<file path="config.mk">
export PLATFORM = sky130hd
export DESIGN_NAME = uart_word_loader
export DESIGN_NICKNAME = d
export VERILOG_FILES = /design/src/rtl/loader_pkg.sv /design/src/rtl/word_assembler.sv /design/src/rtl/uart_word_loader.sv
export SDC_FILE = /design/constraint.sdc
export NUM_CORES = 1
export LEC_CHECK = 0
export ABC_CLOCK_PERIOD_IN_PS = 3200
export CAP_MARGIN = 25
export CORE_MARGIN = 2
export CORE_UTILIZATION = 54
export DETAILED_ROUTE_END_ITERATION = 10
export GPL_ROUTABILITY_DRIVEN = 0
export GPL_TIMING_DRIVEN = 0
export HOLD_SLACK_MARGIN = 0.05
export PLACE_DENSITY = 0.8
export SLEW_MARGIN = 20
export SYNTH_ARGS = -nofsm -noshare
export SYNTH_HDL_FRONTEND = slang
export SYNTH_SLANG_ARGS = --single-unit
</file>
<file path="constraint.sdc">
create_clock -name clock -period 3.2 [get_ports clock]
set_input_delay 0.64 -clock clock [delete_from_list [all_inputs] [get_ports clock]]
set_output_delay 0.64 -clock clock [all_outputs]
set_load 0.01 [all_outputs]
</file>
<file path="src/rtl/loader_pkg.sv">
// loader_pkg: shared states, defaults and sizing helpers for uart_word_loader
package loader_pkg;
  typedef enum logic [1:0] {IDLE, LOAD, CHECK, DONE} state_t;
  localparam int DEF_NB_DATA = 32;
  localparam int DEF_N_BITS = 8;
  localparam logic [31:0] DEF_HALT_WORD = 32'hFFFFFFFF;
  function automatic int bytes_per_word(input int nb_data, input int n_bits);
    return nb_data / n_bits;
  endfunction
  function automatic int idx_width(input int bpw);
    return bpw > 1 ? $clog2(bpw) : 1;
  endfunction
endpackage

</file>
<file path="src/rtl/word_assembler.sv">
// word_assembler: packs N_BITS bytes into an NB_DATA word, pulsing word_ready on the final byte
module word_assembler import loader_pkg::*; #(
  parameter int NB_DATA = DEF_NB_DATA,
  parameter int N_BITS = DEF_N_BITS,
  parameter int BIG_END = 1
) (
  input  logic               clock,
  input  logic               reset,
  input  logic               clr,
  input  logic               en,
  input  logic [N_BITS-1:0]  data,
  output logic [NB_DATA-1:0] word,
  output logic               word_ready
);
  localparam int BPW = bytes_per_word(NB_DATA, N_BITS);
  localparam int IW = idx_width(BPW);
  logic [IW-1:0] idx;
  logic [NB_DATA-1:0] acc;
  // word is the accumulator with the incoming byte already in its lane
  always_comb begin
    word = acc;
    for (int i = 0; i < BPW; i++)
      if (idx == IW'(i)) word[(BIG_END != 0 ? BPW - 1 - i : i) * N_BITS +: N_BITS] = data;
    word_ready = en && idx == IW'(BPW - 1);
  end
  always_ff @(posedge clock or posedge reset)
    if (reset) begin
      idx <= '0;
      acc <= '0;
    end else if (clr) begin
      idx <= '0;
    end else if (en) begin
      acc <= word;
      idx <= word_ready ? '0 : idx + 1'b1;
    end
endmodule

</file>
<file path="src/rtl/uart_word_loader.sv">
// uart_word_loader: packs UART bytes into words and writes them to instruction memory until halt or full.
// Optional LOADER_CHECKSUM_EN adds a trailing checksum byte check (CHECK state, chk_err_o).
module uart_word_loader import loader_pkg::*; #(
  parameter int NB_DATA = DEF_NB_DATA,
  parameter int N_BITS = DEF_N_BITS,
  parameter int NB_ADDR = 7,
  parameter int ADDR_STEP = 4,
  parameter int BIG_END = 1,
  parameter logic [NB_DATA-1:0] HALT_WORD = NB_DATA'(DEF_HALT_WORD)
) (
  input  logic               clock,
  input  logic               reset,
  input  logic               start_i,
  input  logic               rx_done_i,
  input  logic [N_BITS-1:0]  rx_data_i,
  output logic               mem_we_o,
  output logic [NB_ADDR-1:0] mem_addr_o,
  output logic [NB_DATA-1:0] mem_data_o,
  output logic               busy_o,
  output logic               finish_o,
  output logic               overflow_o,
  output logic [NB_ADDR-1:0] word_cnt_o
`ifdef LOADER_CHECKSUM_EN
  ,
  output logic               chk_err_o
`endif
);
  state_t state, nxt;
  logic [NB_ADDR-1:0] addr;
  logic [NB_ADDR:0] addr_sum;
  logic halt_q, ovf_q, accept, word_ready, is_halt, wrap;
  logic [NB_DATA-1:0] word;
  assign addr_sum = {1'b0, addr} + (NB_ADDR + 1)'(ADDR_STEP);
  assign wrap = addr_sum[NB_ADDR];
  assign is_halt = word == HALT_WORD;
  // halt_q/ovf_q mark the word being strobed as the last of the load; later bytes are ignored
  assign accept = state == LOAD && rx_done_i && !start_i && !halt_q && !ovf_q;
  assign busy_o = state == LOAD;
  assign finish_o = state == DONE;
  word_assembler #(.NB_DATA(NB_DATA), .N_BITS(N_BITS), .BIG_END(BIG_END)) u_asm (
    .clock(clock),
    .reset(reset),
    .clr(start_i),
    .en(accept),
    .data(rx_data_i),
    .word(word),
    .word_ready(word_ready)
  );
  always_ff @(posedge clock or posedge reset)
    if (reset) state <= IDLE;
    else state <= nxt;
  always_comb begin
    nxt = state;
    if (start_i) nxt = LOAD;
    else if (state == LOAD && ovf_q) nxt = DONE;
`ifdef LOADER_CHECKSUM_EN
    else if (state == LOAD && halt_q) nxt = CHECK;
    else if (state == CHECK && rx_done_i) nxt = DONE;
`else
    else if (state == LOAD && halt_q) nxt = DONE;
`endif
  end
  always_ff @(posedge clock or posedge reset)
    if (reset) begin
      addr <= '0;
      word_cnt_o <= '0;
      mem_we_o <= 1'b0;
      mem_addr_o <= '0;
      mem_data_o <= '0;
      halt_q <= 1'b0;
      ovf_q <= 1'b0;
      overflow_o <= 1'b0;
    end else if (start_i) begin
      addr <= '0;
      word_cnt_o <= '0;
      mem_we_o <= 1'b0;
      halt_q <= 1'b0;
      ovf_q <= 1'b0;
      overflow_o <= 1'b0;
    end else begin
      mem_we_o <= word_ready;
      if (word_ready) begin
        mem_addr_o <= addr;
        mem_data_o <= word;
        halt_q <= is_halt;
        ovf_q <= !is_halt && wrap;
        if (!wrap) addr <= addr_sum[NB_ADDR-1:0];
        if (word_cnt_o != '1) word_cnt_o <= word_cnt_o + 1'b1;
      end
      if (state == LOAD && ovf_q) overflow_o <= 1'b1;
    end
`ifdef LOADER_CHECKSUM_EN
  logic [N_BITS-1:0] csum;
  always_ff @(posedge clock or posedge reset)
    if (reset) begin
      csum <= '0;
      chk_err_o <= 1'b0;
    end else if (start_i) begin
      csum <= '0;
      chk_err_o <= 1'b0;
    end else begin
      if (accept) csum <= csum + rx_data_i;
      if (state == CHECK && rx_done_i) chk_err_o <= rx_data_i != csum;
    end
`endif
endmodule

</file>
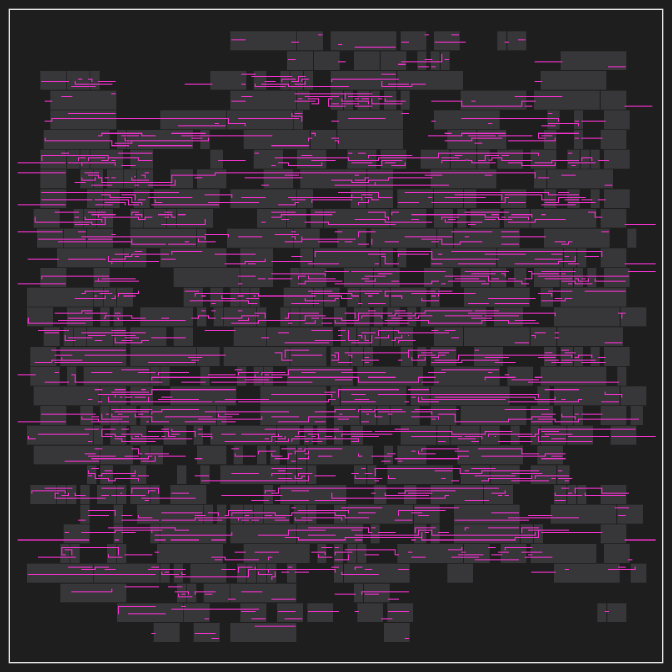
(M1 wires)
main direction = horizontal
longest straight run = 44.2 um
share of all routed wire = 44%
nets with wire on the layer = 415

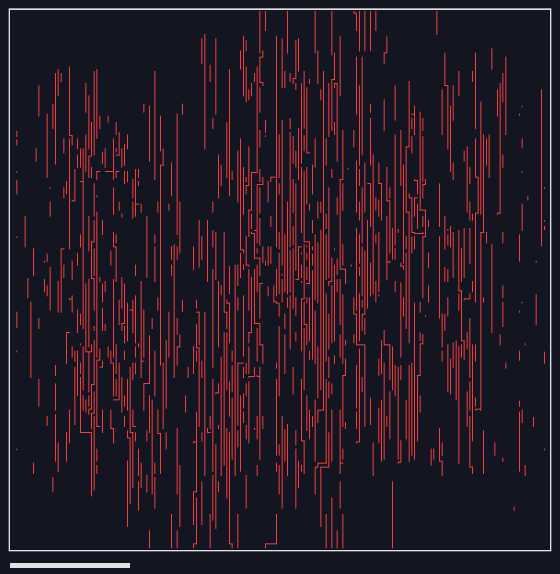
(met2 routing)
Bar = 20 um.
nets with wire on the layer = 406
longest straight run = 56.4 um
main direction = vertical

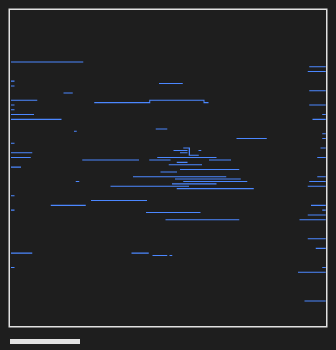
(M3 wires)
Bar = 20 um.
wire length on this layer = 480 um
nets with wire on the layer = 62
share of all routed wire = 5.6%
longest straight run = 26.2 um
main direction = horizontal
Vias: 3,001
grt met3 use: 4.107%
Routed WL: 8658 um

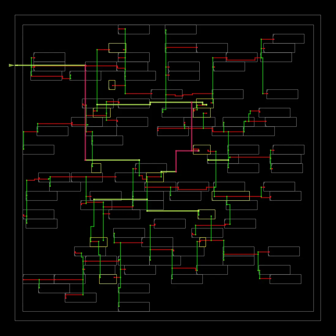
(the clock network)
Flop Count: 89
TritonCTS sink count: 89
clk_lat worst skew: 0.35 ns
clk pwr: 707 uW

==> run summary <==
yosys + openroad results -> status complete, no violations, Seq pwr share 52.9%, most numerous cell in the Yosys netlist dfrtp_1, Crit. Startpoint rx_data_i[6], drt drc 0, max-cap viol count 0, I/O pin count 62, ys flops 89, Top cell excl fill/tap dfrtp_1, crit path capture type register, worst reg2reg path endpoint ovf_q$_DFFE_PP0P_, TritonCTS Buffers 9, CTS tree yes, core outline area 7214 sq um, # Taps 99, YS chip area 3989 sq um, dominant cell type by area after synthesis dfrtp_1, Die Area 8090 sq um, ao+oa area frac 7.152%, setup TNS 0 ns, CP Launch Type primary input, gr busiest metal met2, FP Rows 31, layout net count 461, Signal buf overhead 13.83%, Slowest-stage cell, CP clkdlybuf4s50_1, largest net degree at the start of global routing 48, chip height 89.95 um, vias per cell 5.517, combinational share of power 20.6%, Buffers & Inverters on Critical Path 2, Iter 0 DRT Violations 270, largest class registers, Pre-Repair DR Iteration Count 6, number of synthesized flops with an enable pin 0, Synth Warn # 0, Post-CTS Resized 0, final cell count without fillers 544, XOR/XNOR Fraction of Synth Area 1.098%, Mapped Cells 378, Slew @ Worst Pin 0.6240 ns, Hold WC Path Type reg -> reg, worst reg-to-reg path cell count 7, combinational share of cell area 33.02%, synthesized area per cell 10.55 sq um, critical path endpoint ovf_q$_DFFE_PP0P_, largest cells by area after synthesis dfrtp_1, mux2_2, nand2_1, Buffers, non-clock 78
Power figures rest on the tool's default switching activity, not on a simulated workload.
